[src/rtl/qam_s2p_diff.sv]
// Serial-to-parallel QAM symbol mapper: BPS serial bits -> I/Q level indices, valid/ready on both sides.
// Define QAM_S2P_DIFF_EN to build the modulo-2^BPS differential encoder with Gray output mapping.
module qam_s2p_diff #(
  parameter int BPS       = 4,
  parameter bit LSB_FIRST = 1'b1
) (
  input  logic             clk,
  input  logic             rst_n,
  input  logic             in_bit,
  input  logic             in_valid,
  output logic             in_ready,
  input  logic             acc_clr,
  output logic [BPS/2-1:0] sym_i,
  output logic [BPS/2-1:0] sym_q,
  output logic             out_valid,
  input  logic             out_ready
);
  localparam int            CW       = $clog2(BPS + 1);
  localparam logic [CW-1:0] CNT_FULL = CW'(BPS);
  localparam logic [CW-1:0] CNT_LAST = CW'(BPS - 1);

  logic [CW-1:0]  cnt_p0;
  logic [BPS-1:0] asm_p0;
  logic [BPS-1:0] word_p1;
  logic           vld_p1;

  logic           out_free, full, accept, xfer_a, xfer_b, xfer;
  logic [BPS-1:0] asm_wr, raw_word, enc_word;
  logic [CW-1:0]  cnt_nxt;

  function automatic logic [BPS-1:0] gray_enc(input logic [BPS-1:0] b);
    return b ^ (b >> 1);
  endfunction

  // Carry out of the top bit is dropped, giving the modulo-2^BPS sum.
  function automatic logic [BPS-1:0] wrap_add(input logic [BPS-1:0] a, input logic [BPS-1:0] b);
    return a + b;
  endfunction

  function automatic int bit_pos(input logic [CW-1:0] c);
    return LSB_FIRST ? int'(c) : BPS - 1 - int'(c);
  endfunction

  always_comb begin
    out_free = !vld_p1 || out_ready;
    full     = (cnt_p0 == CNT_FULL);
    in_ready = !full || out_free;
    accept   = in_valid && in_ready;
    xfer_a   = accept && (cnt_p0 == CNT_LAST) && out_free;
    xfer_b   = full && out_free;
    xfer     = xfer_a || xfer_b;

    // A bit accepted while full always coincides with a transfer, so it starts the next word.
    asm_wr = asm_p0;
    if (accept) begin
      for (int k = 0; k < BPS; k++) begin
        if (k == bit_pos(full ? '0 : cnt_p0)) asm_wr[k] = in_bit;
      end
    end
    raw_word = xfer_b ? asm_p0 : asm_wr;

    if (xfer_b)      cnt_nxt = accept ? CW'(1) : '0;
    else if (xfer_a) cnt_nxt = '0;
    else if (accept) cnt_nxt = cnt_p0 + 1'b1;
    else             cnt_nxt = cnt_p0;
  end

`ifdef QAM_S2P_DIFF_EN
  logic [BPS-1:0] acc_p1, acc_base, acc_nxt;

  // A clear coinciding with a transfer zeroes the reference before the new word is added.
  always_comb begin
    acc_base = acc_clr ? '0 : acc_p1;
    acc_nxt  = wrap_add(acc_base, raw_word);
    enc_word = gray_enc(acc_nxt);
  end

  always_ff @(posedge clk or negedge rst_n) begin
    if (!rst_n)       acc_p1 <= '0;
    else if (xfer)    acc_p1 <= acc_nxt;
    else if (acc_clr) acc_p1 <= '0;
  end
`else
  logic unused_acc_clr;
  assign unused_acc_clr = acc_clr;
  assign enc_word       = raw_word;
`endif

  // Stage p0 -> p1: assembled word moves into the output holding register.
  always_ff @(posedge clk or negedge rst_n) begin
    if (!rst_n) begin
      cnt_p0  <= '0;
      vld_p1  <= 1'b0;
      word_p1 <= '0;
    end else begin
      cnt_p0 <= cnt_nxt;
      if (xfer) begin
        word_p1 <= enc_word;
        vld_p1  <= 1'b1;
      end else if (out_ready) begin
        vld_p1 <= 1'b0;
      end
    end
  end

  always_ff @(posedge clk) begin
    asm_p0 <= asm_wr;
  end

  assign sym_i     = word_p1[BPS-1:BPS/2];
  assign sym_q     = word_p1[BPS/2-1:0];
  assign out_valid = vld_p1;

endmodule

[config.mk]
export PLATFORM = sky130hd
export DESIGN_NAME = qam_s2p_diff
export DESIGN_NICKNAME = d
export VERILOG_FILES = /design/src/rtl/qam_s2p_diff.sv
export SDC_FILE = /design/constraint.sdc
export NUM_CORES = 1
export LEC_CHECK = 0
export CAP_MARGIN = 15
export CORE_AREA = 3 3 40 42
export CTS_CLUSTER_DIAMETER = 40
export CTS_CLUSTER_SIZE = 30
export DETAILED_ROUTE_END_ITERATION = 10
export DIE_AREA = 0 0 43 45
export GPL_TIMING_DRIVEN = 0
export PLACE_DENSITY = 0.72
export SKIP_LAST_GASP = 1
export SLEW_MARGIN = 20
export SYNTH_ARGS = -nofsm -noshare
export SYNTH_HDL_FRONTEND = slang
export SYNTH_SLANG_ARGS = --single-unit
[constraint.sdc]
create_clock -name clk -period 2 [get_ports clk]
set_input_delay 0.2 -clock clk [delete_from_list [all_inputs] [get_ports clk]]
set_output_delay 0.2 -clock clk [all_outputs]
set_load 0.03 [all_outputs]
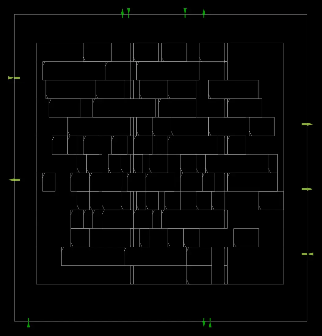
(cell outlines without signal wires)
register fraction of the total cell area: 36.7%
total of fill cells in the finished design: 109
CORE AREA: 0.00128 mm^2

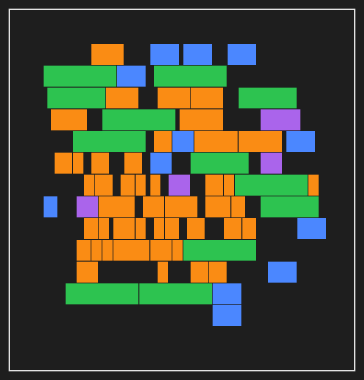
(placement by cell class)
(8 px per um)
Key: purple = clock drivers and dummy loads [cells 4]; orange = remaining logic cells [cells 45]; blue = remaining buffers and delay cells [cells 12]; green = registers [cells 12]

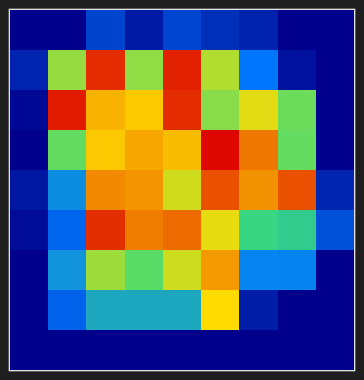
(cell density map)
(8 px per um) The die is cut into 9 by 9 equal tiles; dark blue is low, red is high, 0 to 100% covered.
26% of the tiles are over 75% full. The emptiest ninth of the die: south-east. The densest ninth of the die: centre. The fullest tile reaches 99%.
utilization after layout: 59.5%
Initial Utilization: 47.2%

==> flow_summary.ini <==
; flow metrics
[finish]
syn2layout_area_growth_pct = 26.0
layout.clock.cell_area_share_pct = 4.75
nonClockInverterCount = 5
buffers = 12
flop_area_um2 = 280
combAreaFraction_pct = 39.3

[final_timing]
post-route-period-util_pct = 89.8
post-route-worst-setup-slack_ps = 203
grt_setup_unrepaired = false
final.hold.worst_slack_ps = 214
setup_viol_count_final = 0

[worst_setup_path]
crit_family = flip-flops
cp_num_buf_inv = 2
critical_path_class = flip-flop to output port

[floorplan]
tap-cell-count = 15

[synthesis]
synthesis.nets = 67
synth.cell_area_um2 = 607
synth-warning-count = 0
synthMostInstantiatedCell = sky130_fd_sc_hd__dfrtp_1

[clock_network]
clock_insertion_delay_worst_skew_ps = 270

[route]
route.layer.met1.wl_um = 544
routed_wirelength_mm = 1.14

[run_status]
status = completed
==> cells by family (layout without fill, tap and decap cells) <==
group | Yosys count | count (layout) | share of synthesized area [%]
AND-OR/OR-AND | 13 | 13 | 13.6
adder cells (fa/ha/maj) | 3 | 3 | 6.19
buffers and inverters | 6 | 21 | 4.33
flip-flops | 12 | 12 | 46.2
multiplexers | 6 | 6 | 13.0
AND/OR/NAND/NOR | 18 | 18 | 16.7
==> where the power goes <==
part | internal [W] | total (W) | switching [W]
combinational | 0.000322 | 0.000668 | 0.000347
sequential | 0.000364 | 0.000435 | 0.0000710
clock | 0.000111 | 0.000191 | 0.0000800
==> state kept, by name, indices dropped and copies added (netlist names) <==
| register | count |
|---|---|
| asm_p0 | 4 |
| cnt_p0 | 3 |
| out_valid | 1 |
| word_p1 | 4 |
No activity file was given, so power comes from the tool's default toggle rates.
